Fig. 1: M2 wires
Cells faint in the background.
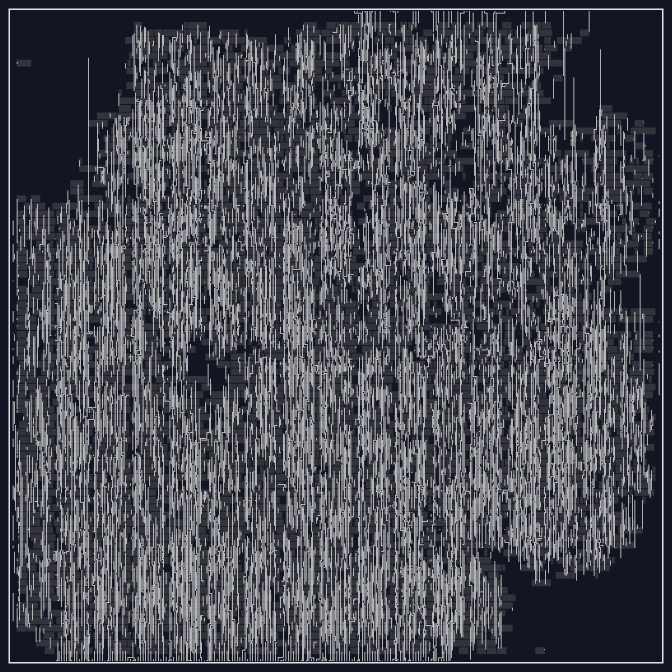
Fig. 2: clock wires, drivers and flops
The bar under the picture is 50 um long.
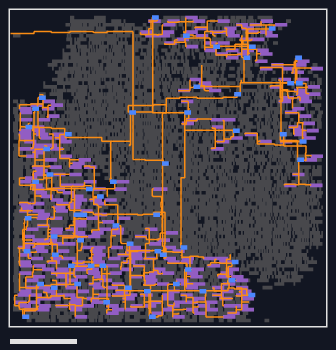
===== src/rtl/hqa_norm_acc.sv =====
// Sum of squared magnitudes over two captured 4-element complex columns.
// One element per cycle after capture; the result is held until the consumer acknowledges it.
module hqa_norm_acc #(
    parameter int DW = 16,
    parameter int QF = 8
) (
    input  logic              clk,
    input  logic              rst,
    input  logic [4*DW-1:0]   col0_r,
    input  logic [4*DW-1:0]   col0_i,
    input  logic [4*DW-1:0]   col1_r,
    input  logic [4*DW-1:0]   col1_i,
    input  logic              ready,
    input  logic              out_ack,
    output logic [2*DW+2:0]   norm_full,
    output logic [DW-1:0]     norm_q,
    output logic              out_valid,
    output logic              busy,
    output logic              overrun,
    output logic [1:0]        dbg_state
);

    // Sixteen squares of at most 2^(2*DW-2) each need 2*DW+3 bits.
    localparam int NW = 2 * DW + 3;
    localparam logic [NW-QF-1:0] QMAX = {{(NW-QF-DW+1){1'b0}}, {(DW-1){1'b1}}};

    typedef enum logic [1:0] {
        S_IDLE = 2'd0,
        S_ACC  = 2'd1,
        S_DONE = 2'd2
    } state_t;

    state_t state_q, state_d;

    logic                 ready_q;
    logic                 rise;
    logic [2:0]           idx_q;
    logic [NW-1:0]        acc_q;
    logic [4*DW-1:0]      cap0_r, cap0_i, cap1_r, cap1_i;
    logic [NW-1:0]        norm_full_q;
    logic [DW-1:0]        norm_q_q;
    logic                 overrun_q;

    logic [DW-1:0]        re_sel, im_sel;
    logic signed [2*DW-1:0] re_ext, im_ext;
    logic signed [2*DW-1:0] re_sq, im_sq;
    logic [NW-1:0]        re_term, im_term;
    logic [NW-1:0]        acc_sum;
    logic [NW-QF-1:0]     sum_hi;
    logic [DW-1:0]        q_val;

    // Element k of a packed column sits at the most significant end for k = 0.
    function automatic logic [DW-1:0] lane(input logic [4*DW-1:0] bus, input logic [1:0] k);
        logic [DW-1:0] v;
        v = '0;
        case (k)
            2'd0:    v = bus[4*DW-1 -: DW];
            2'd1:    v = bus[3*DW-1 -: DW];
            2'd2:    v = bus[2*DW-1 -: DW];
            default: v = bus[DW-1:0];
        endcase
        return v;
    endfunction

    assign rise = ready & ~ready_q;

    // Datapath: current element, its squared magnitude, running sum and Q-format view.
    always_comb begin
        re_sel  = idx_q[2] ? lane(cap1_r, idx_q[1:0]) : lane(cap0_r, idx_q[1:0]);
        im_sel  = idx_q[2] ? lane(cap1_i, idx_q[1:0]) : lane(cap0_i, idx_q[1:0]);
        re_ext  = {{DW{re_sel[DW-1]}}, re_sel};
        im_ext  = {{DW{im_sel[DW-1]}}, im_sel};
        re_sq   = re_ext * re_ext;
        im_sq   = im_ext * im_ext;
        re_term = {{(NW-2*DW){1'b0}}, re_sq};
        im_term = {{(NW-2*DW){1'b0}}, im_sq};
        acc_sum = acc_q + re_term + im_term;
        sum_hi  = acc_sum[NW-1:QF];
        q_val   = (sum_hi > QMAX) ? QMAX[DW-1:0] : acc_sum[QF+DW-1:QF];
    end

    always_ff @(posedge clk or negedge rst) begin
        if (!rst) begin
            state_q <= S_IDLE;
        end else begin
            state_q <= state_d;
        end
    end

    always_comb begin
        state_d = state_q;
        case (state_q)
            S_IDLE: if (rise) state_d = S_ACC;
            S_ACC:  if (idx_q == 3'd7) state_d = S_DONE;
            S_DONE: if (out_ack) state_d = S_IDLE;
            default: state_d = S_IDLE;
        endcase
    end

    always_ff @(posedge clk or negedge rst) begin
        if (!rst) begin
            ready_q     <= 1'b0;
            idx_q       <= '0;
            acc_q       <= '0;
            cap0_r      <= '0;
            cap0_i      <= '0;
            cap1_r      <= '0;
            cap1_i      <= '0;
            norm_full_q <= '0;
            norm_q_q    <= '0;
            overrun_q   <= 1'b0;
        end else begin
            ready_q <= ready;
            // A new product request is dropped, not queued, while one is in flight or held.
            if (rise && (state_q != S_IDLE)) begin
                overrun_q <= 1'b1;
            end
            case (state_q)
                S_IDLE: begin
                    if (rise) begin
                        cap0_r <= col0_r;
                        cap0_i <= col0_i;
                        cap1_r <= col1_r;
                        cap1_i <= col1_i;
                        acc_q  <= '0;
                        idx_q  <= '0;
                    end
                end
                S_ACC: begin
                    acc_q <= acc_sum;
                    idx_q <= idx_q + 3'd1;
                    if (idx_q == 3'd7) begin
                        norm_full_q <= acc_sum;
                        norm_q_q    <= q_val;
                    end
                end
                default: ;
            endcase
        end
    end

    // out_valid stays high until out_ack is sampled high on a rising edge; ack is ignored otherwise.
    assign out_valid = (state_q == S_DONE);
    assign busy      = (state_q != S_IDLE);
    assign overrun   = overrun_q;
    assign norm_full = norm_full_q;
    assign norm_q    = norm_q_q;
    assign dbg_state = state_q;

endmodule


===== config.mk =====
export PLATFORM = sky130hd
export DESIGN_NAME = hqa_norm_acc
export DESIGN_NICKNAME = d
export VERILOG_FILES = /design/src/rtl/hqa_norm_acc.sv
export SDC_FILE = /design/constraint.sdc
export NUM_CORES = 2
export LEC_CHECK = 0
export CAP_MARGIN = 20
export CORE_MARGIN = 2
export CORE_UTILIZATION = 65
export CTS_BUF_LIST = sky130_fd_sc_hd__clkbuf_8
export DETAILED_ROUTE_END_ITERATION = 16
export PLACE_DENSITY = 0.89
export SLEW_MARGIN = 20
export SYNTH_ARGS = -nofsm -noshare
export SYNTH_HDL_FRONTEND = slang
export SYNTH_SLANG_ARGS = --single-unit

===== constraint.sdc =====
create_clock -name clk -period 21.3 [get_ports clk]
set_input_delay 2.13 -clock clk [delete_from_list [all_inputs] [get_ports clk]]
set_output_delay 2.13 -clock clk [all_outputs]
set_load 0.01 [all_outputs]

==> results.json <==
{
  "sh_comb_area": 0.578,
  "cpMaxStageDelayCell": "a21oi_1",
  "yosys.area.top_type": "fa_1",
  "syn_area_per_cell_um2": 10.4,
  "nNonClkBuffers": 333,
  "gr-total-overflow": 0,
  "wl_per_cell_um": 21.2,
  "finalClockSkew_ns": 0.0455,
  "hold_class": "flip-flop to flip-flop",
  "die_area_mm2": 0.0554,
  "taps": 688,
  "floorplan.nets": 4337,
  "hold_start": "norm_full[34]",
  "crit_required_ns": 21.82,
  "hold_end": "norm_full[34]",
  "status": "finished clean",
  "tightest_slew_ns": 1.13,
  "flops": 349,
  "crit_path_end_kind": "flip-flop",
  "htree_levels": 2,
  "rr_worst_depth": 41,
  "top_cells_by_area": "fa_1 (29%), dfrtp_1 (25%), mux2_2 (8.9%), ha_1 (7.6%), inv_1 (7.4%)",
  "holdBufCountCts": 0,
  "netlist_instances": 3361,
  "grt_pass1_vias": 28400,
  "antenna_found_initial": 16,
  "synth-seq-area-share": 0.251,
  "grt_max_degree": 154,
  "synth_cell_type_count": 74,
  "fp-utilization": 0.660,
  "place_area_mm2": 0.0385,
  "drc_errors": 0,
  "lay_top_count": "inv_1",
  "warnings": 45,
  "yosys_warnings": 0,
  "place_hpwl_um": 70300,
  "dieHeight_um": 235,
  "yosys_area_mm2": 0.0348,
  "clk_share": 0.0320,
  "synth-edff-count": 0,
  "ios": 316,
  "crit_top_cell": "inv_1",
  "crit_start": "idx_q[0]",
  "max_stage_delay_ns": 0.80,
  "core_mm2": 0.0528,
  "antennaDiodeCount": 14,
  "seq_share": 0.219,
  "cts_tree": "yes",
  "cap_violations": 0,
  "lay_top_cells": "inv_1 (709), fa_1 (505), dfrtp_1 (348), clkdlybuf4s50_1 (314), nand2_1 (310)",
  "die_w_um": 235,
  "timing.rr.start": "idx_q[0]",
  "critPathTopFamily": "adder cells",
  "grt_usage": 0.342,
  "path_clk_slew_ns": 0.07,
  "period_used_share": 0.590,
  "cp_max_fo": 64,
  "setup_viol": 0,
  "clockRootBuffer": "clkbuf_8",
  "crit_arrival_ns": 13.09,
  "via_per_inst": 5.95,
  "cts_made_buffers": 58,
  "start_kind": "flip-flop",
  "comb_cells": 2191,
  "syn2layout_area_growth_pct": 14.4,
  "busiest_layer": "met2",
  "ys_ff": 349,
  "fin_nets": 4601,
  "wirelength_um": 92700,
  "ant_nets": 0,
  "cts_buffer_depth": 3,
  "r2r_slack_ns": 8.74,
  "grt_use_met1": 0.426,
  "logic_area_mm2": 0.0230,
  "synth_top_area_share": 0.290,
  "critPathBufInv": 10,
  "syn_area_mm2": 0.0348
}
About Fig. 1:
The wires run mostly vertical. The layer holds 48% of the routed length. 4141 nets have wire on it. The longest straight run is 53.0 um.

About Fig. 2:
Blue is clock drivers, count 58. Purple is flip-flops, count 349. Orange is clock wires, length 5110 um.
Position of the flops: widely spread. There are 59 routed clock nets.

-- cells by family (layout without fill, tap and decap cells) --
family,Yosys count,after routing,synth area share
flip-flops,349,349,0.251
adder cells (fa/ha/maj),716,716,0.366
multiplexers,289,289,0.0973
XOR/XNOR,97,97,0.0246
buffers and inverters,821,1129,0.0888
AND/OR/NAND/NOR,657,657,0.0846
other,0,14,0
AND-OR/OR-AND,432,432,0.0875
-- flip-flops by register name (all words and copies together) (netlist names), 2 cells and up --
name and count:
cap1_r 64, norm_full 35, idx_q 3, cap0_r 64, norm_q 16, acc_q 35, dbg_state 2, cap0_i 64
cap1_i 64
-- per-stage QoR --
step / util / std cells / setup slack (ns)
final: 0.755 / 4371 / 8.74
after global routing: 0.755 / 4370 / 8.03
after CTS: 0.754 / 4357 / 8.99
after detailed placement: 0.730 / 4253 / 9.13
after global placement: 0.730 / 4252 / 9.48
after floorplan: - / 3361 / 10.96
-- worst register-to-register path: cells and delay by family, from the launching register on --
kind	cells	cell delay (ns)
adders and majority gates	10	4.24
AOI/OAI and AO/OA	14	4.14
buffers and inverters	10	1.68
DFF	1	0.42
and+or+nand+nor	6	1.56
xor gates and xnor gates	1	0.34
-- metal layers --
layer	wire length [um]	vias up	part of all wire
met5	27	-	0.00029
met4	6150	4	0.066
met3	7340	354	0.079
met2	44400	1298	0.48
met1	34800	13000	0.38
li1	-	11300	-
